[src/rtl/pipe_stage_skid.sv]
// Elastic valid/ready pipeline register carrying a data payload and a control bundle.
// SKID=1 adds a second entry so that in_ready comes from registered state only.
module pipe_stage_skid #(
    parameter int unsigned DATA_W = 32,
    parameter int unsigned CTRL_W = 8,
    parameter int unsigned SKID   = 1
) (
    input  logic              clk,
    input  logic              rst,
    input  logic              flush,
    input  logic              in_valid,
    output logic              in_ready,
    input  logic [DATA_W-1:0] in_data,
    input  logic [CTRL_W-1:0] in_ctrl,
    output logic              out_valid,
    input  logic              out_ready,
    output logic [DATA_W-1:0] out_data,
    output logic [CTRL_W-1:0] out_ctrl,
    output logic [1:0]        occupancy
);

    logic              main_valid_q, main_valid_d;
    logic [DATA_W-1:0] main_data_q,  main_data_d;
    logic [CTRL_W-1:0] main_ctrl_q,  main_ctrl_d;
    logic              skid_valid_q, skid_valid_d;
    logic [DATA_W-1:0] skid_data_q,  skid_data_d;
    logic [CTRL_W-1:0] skid_ctrl_q,  skid_ctrl_d;
    logic [1:0]        occupancy_q,  occupancy_d;

    logic accept;
    logic retire;

    always_comb begin
        if (SKID != 0) begin
            in_ready = !skid_valid_q && !flush;
        end else begin
            in_ready = (!main_valid_q || out_ready) && !flush;
        end
    end

    assign accept = in_valid && in_ready;
    assign retire = main_valid_q && out_ready;

    // With SKID=0 the skid entry never fills: in_ready is low whenever main is held.
    always_comb begin
        main_valid_d = main_valid_q;
        main_data_d  = main_data_q;
        main_ctrl_d  = main_ctrl_q;
        skid_valid_d = skid_valid_q;
        skid_data_d  = skid_data_q;
        skid_ctrl_d  = skid_ctrl_q;

        if (flush) begin
            main_valid_d = 1'b0;
            main_data_d  = '0;
            main_ctrl_d  = '0;
            skid_valid_d = 1'b0;
            skid_data_d  = '0;
            skid_ctrl_d  = '0;
        end else if (!main_valid_q || retire) begin
            if (skid_valid_q) begin
                main_valid_d = 1'b1;
                main_data_d  = skid_data_q;
                main_ctrl_d  = skid_ctrl_q;
                skid_valid_d = accept;
                if (accept) begin
                    skid_data_d = in_data;
                    skid_ctrl_d = in_ctrl;
                end
            end else begin
                main_valid_d = accept;
                if (accept) begin
                    main_data_d = in_data;
                    main_ctrl_d = in_ctrl;
                end
            end
        end else if (accept) begin
            skid_valid_d = 1'b1;
            skid_data_d  = in_data;
            skid_ctrl_d  = in_ctrl;
        end

        occupancy_d = 2'(main_valid_d) + 2'(skid_valid_d);
    end

    always_ff @(posedge clk) begin
        if (rst) begin
            main_valid_q <= 1'b0;
            main_data_q  <= '0;
            main_ctrl_q  <= '0;
            skid_valid_q <= 1'b0;
            skid_data_q  <= '0;
            skid_ctrl_q  <= '0;
            occupancy_q  <= '0;
        end else begin
            main_valid_q <= main_valid_d;
            main_data_q  <= main_data_d;
            main_ctrl_q  <= main_ctrl_d;
            skid_valid_q <= skid_valid_d;
            skid_data_q  <= skid_data_d;
            skid_ctrl_q  <= skid_ctrl_d;
            occupancy_q  <= occupancy_d;
        end
    end

    assign out_valid = main_valid_q;
    assign out_data  = main_data_q;
    assign out_ctrl  = main_valid_q ? main_ctrl_q : '0;
    assign occupancy = occupancy_q;

endmodule

[config.mk]
export PLATFORM = sky130hd
export DESIGN_NAME = pipe_stage_skid
export DESIGN_NICKNAME = d
export VERILOG_FILES = /design/src/rtl/pipe_stage_skid.sv
export SDC_FILE = /design/constraint.sdc
export NUM_CORES = 1
export LEC_CHECK = 0
export CAP_MARGIN = 30
export CORE_MARGIN = 8
export CORE_UTILIZATION = 54
export DETAILED_ROUTE_END_ITERATION = 7
export PLACE_DENSITY = 0.92
export SYNTH_ARGS = -nofsm -noshare
export SYNTH_HDL_FRONTEND = slang
export SYNTH_SLANG_ARGS = --single-unit
[constraint.sdc]
create_clock -name clk -period 2.9 [get_ports clk]
set_clock_uncertainty 0.2 [all_clocks]
set_input_delay 0.435 -clock clk [delete_from_list [all_inputs] [get_ports clk]]
set_output_delay 0.435 -clock clk [all_outputs]
set_load 0.01 [all_outputs]
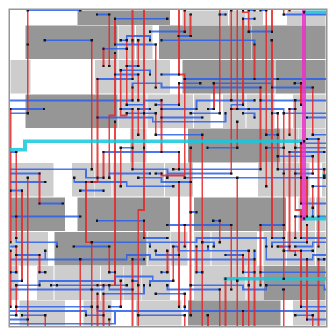
(close-up of the layout)
Window x 37 to 62, y 17 to 42 um. Cells in grey, sequential cells in the stronger grey; small squares are vias.
legend:
  red:
    layer: met2
  blue:
    layer: met1
  cyan:
    layer: met3
  magenta:
    layer: met4
cells with their middle in the window: 53
most frequent: nand2_1 (14), dfxtp_1 (13)
sequential cells in the window: 13
netlist names of flops here include: main_ctrl_q (4), skid_ctrl_q (4), skid_data_q (3)

==> notes.md <==
flow finished, numbers: most repeated library cell on the critical path clkdlybuf4s50_1, Synth Seq Share 0.4450, number of nets with antenna violations after detailed routing 0, Cell Chain, Critical Path clkdlybuf4s50_1 -> nor2_1 -> clkdlybuf4s50_1, Final setup viols 0, die boundary height 99.65 um, gr ovfl total 0, HPWL reported at the end of detailed placement between 5000 and 6000 um, last weighted congestion value of the routability-driven placer 0.7812, Placement Rows 30, DRC violation count after routing 0, standard cell core area 6794 um^2, status finished, final reports clean, number of violations of the max-capacitance limit 0, effective utilization at floorplan 0.5562, number of buffer and inverter stages on the critical path 2, Worst path top cell family by delay buffers and inverters, cell type with the largest total area dfxtp_1, nature of the critical path startpoint input pin, relative slew slack 0.5196, proportion of power drawn by combinational gates 0.101, clock network power share 0.415, max-slew violation total from the final report 0, leakage power of the design 0.001865 uW, number of antenna violations at the first check in global routing 0, Data required, critical path between 2 and 2.5 ns, Crit path arrival time 1.77 ns, CP Max Fanout 7, count of buffers from port buffering 88, Log Warnings 28, peak supply drop around 0.00032 V, net switching share of the total power 0.2222, clock-pin slew on the worst setup and hold paths roughly 0.08 ns, chip footprint roughly 9900 um^2, total power per unit cell area 494.8 nW/um^2, Synth top area share 0.4450, Net Switching 540.9 uW, width of the chip 99.65 um, cell with the largest stage delay on the worst path clkdlybuf4s50_1, Slew @ Worst Pin ~0.72 ns, global-route wire length before repair about 15000 um, maximum cell stage delay along the critical path approximately 0.6 ns, minimum period implied by the final worst setup slack around 2.4 ns, post-detailed-route wirelength per cell roughly 15 um, syn_nets 473, pin count of the biggest net entering global routing between 150 and 200, Root Buffer clkbuf_8, GRT Resource Usage Total 0.1803, most area-consuming cells after synthesis dfxtp_1, mux2_2, nand2_1, number of global-route vias before repair between 3000 and 4000
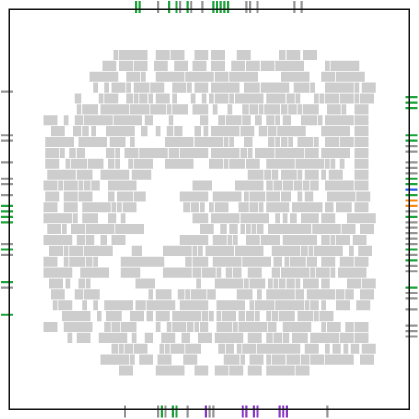
(pin map)
(4 px per um) Pins as bars across the die edge, other pins in grey.
legend:
  purple:
    port: in_ctrl
    pins: 8
    direction: input
    edge: bottom
  orange:
    port: occupancy
    pins: 2
    direction: output
    edge: right
  blue:
    port: in_valid
    pins: 1
    direction: input
    edge: right
  green:
    port: out_data
    pins: 32
    direction: output
    edge: 12 right, 10 top, 7 left, 3 bottom
all pins by edge: 35 right, 19 top, 18 bottom, 17 left

## layer usage
| metal | global-route usage | vias up | share of wire |
|---|---|---|---|
| li1 | - | 1603 | - |
| met1 | 0.2204 | 1503 | 0.44 |
| met2 | 0.2980 | 124 | 0.48 |
| met3 | 0.05237 | 10 | 0.073 |
| met4 | 0.05471 | 0 | 0.0085 |
| met5 | 0 | - | 0 |
## Yosys cell counts, drive strengths merged
master  number
nand4       40
mux2i       40
clkbuf      11
and2         9
o21ai       41
a21oi        1
ha           1
nand2      120
nor4         1
mux2        40
nor2b        4
nor3         1
buf         29
nor2         3
dfxtp       84
nand2b       1
nor4b        1
## power groups by stage
stage	sequential (uW)	combinational, uW	clock, uW
3_3_place_gp	1200	239	0
6_report	1180	246	1010
5_1_grt	1180	266	1080
3_5_place_dp	1210	243	0
4_1_cts	1180	246	1030
2_1_floorplan	1210	125	0
## state kept, by name (all words and copies together) (netlist names)
| signal | cells |
|---|---|
| main_ctrl_q | 8 |
| occupancy | 2 |
| out_data | 32 |
| out_valid | 1 |
| skid_ctrl_q | 8 |
| skid_data_q | 32 |
| skid_valid_q | 1 |
## kinds of logic (layout without fill, tap and decap cells)
| logic type | count (synthesis) | after routing | synth area share |
|---|---|---|---|
| buf+inv | 40 | 111 | 0.04934 |
| flops | 84 | 84 | 0.4450 |
| mux | 80 | 80 | 0.2252 |
| fa+ha+maj | 1 | 1 | 0.003311 |
| simple gates | 180 | 180 | 0.2215 |
| compound gates | 42 | 42 | 0.05563 |
## final timing paths
path / startpoint / endpoint / slack [ns] / cells after the start
worst max-delay path: flush / in_ready / 0.49 / 3
worst min-delay path: skid_data_q[2] / skid_data_q[2] / 0.25 / 2
worst max register to register: skid_valid_q / occupancy[0] / 0.71 / 5
worst min register to register: skid_data_q[2] / skid_data_q[2] / 0.25 / 2
## placed cells by master, fill, tap and decap left out, types with 2 or more instances in the layout
cell and n:
mux2_2 40, and2_1 9, dfxtp_1 83, nor2b_1 4
o21ai_0 16, clkdlybuf4s50_1 87, mux2i_1 40, nand2_1 120
nor2_1 2, nand4_1 40, o21ai_1 24, bufinv_16 3
clkbuf_8 10, buf_4 6
## layout make-up
| cell class | instances | area [um^2] |
|---|---|---|
| Clock buffer | 10 | 137.6 |
| Clock inverter | 6 | 111.4 |
| Fill cell | 503 | 1874 |
| Multi-Input combinational cell | 303 | 1927 |
| Sequential cell | 84 | 1683 |
| Tap cell | 96 | 120.1 |
| Timing Repair Buffer | 95 | 940.9 |
## worst register-to-register path, delay by kind of cell (launching register included)
kind | cells | cell delay (ns)
buffers and inverters | 1 | 0.47
AOI/OAI and AO/OA | 1 | 0.26
adders and majority gates | 1 | 0.28
and+or+nand+nor | 2 | 0.29
DFF | 1 | 0.59
## metrics by stage
stage | instance area (um^2) | setup WS (ns) | util | std cells | power [uW]
finish | 4920 | 0.4945 | 0.7241 | 594 | 2434
global route | 4920 | 0.3995 | 0.7241 | 594 | 2522
CTS | 4920 | 0.4986 | 0.7241 | 594 | 2452
detailed placement | 4671 | 0.4868 | 0.6875 | 578 | 1449
global placement | 4671 | 0.5509 | 0.6875 | 578 | 1444
floorplan | 3779 | 1.259 | - | 427 | 1334
Power is estimated from default activity; no workload was simulated.
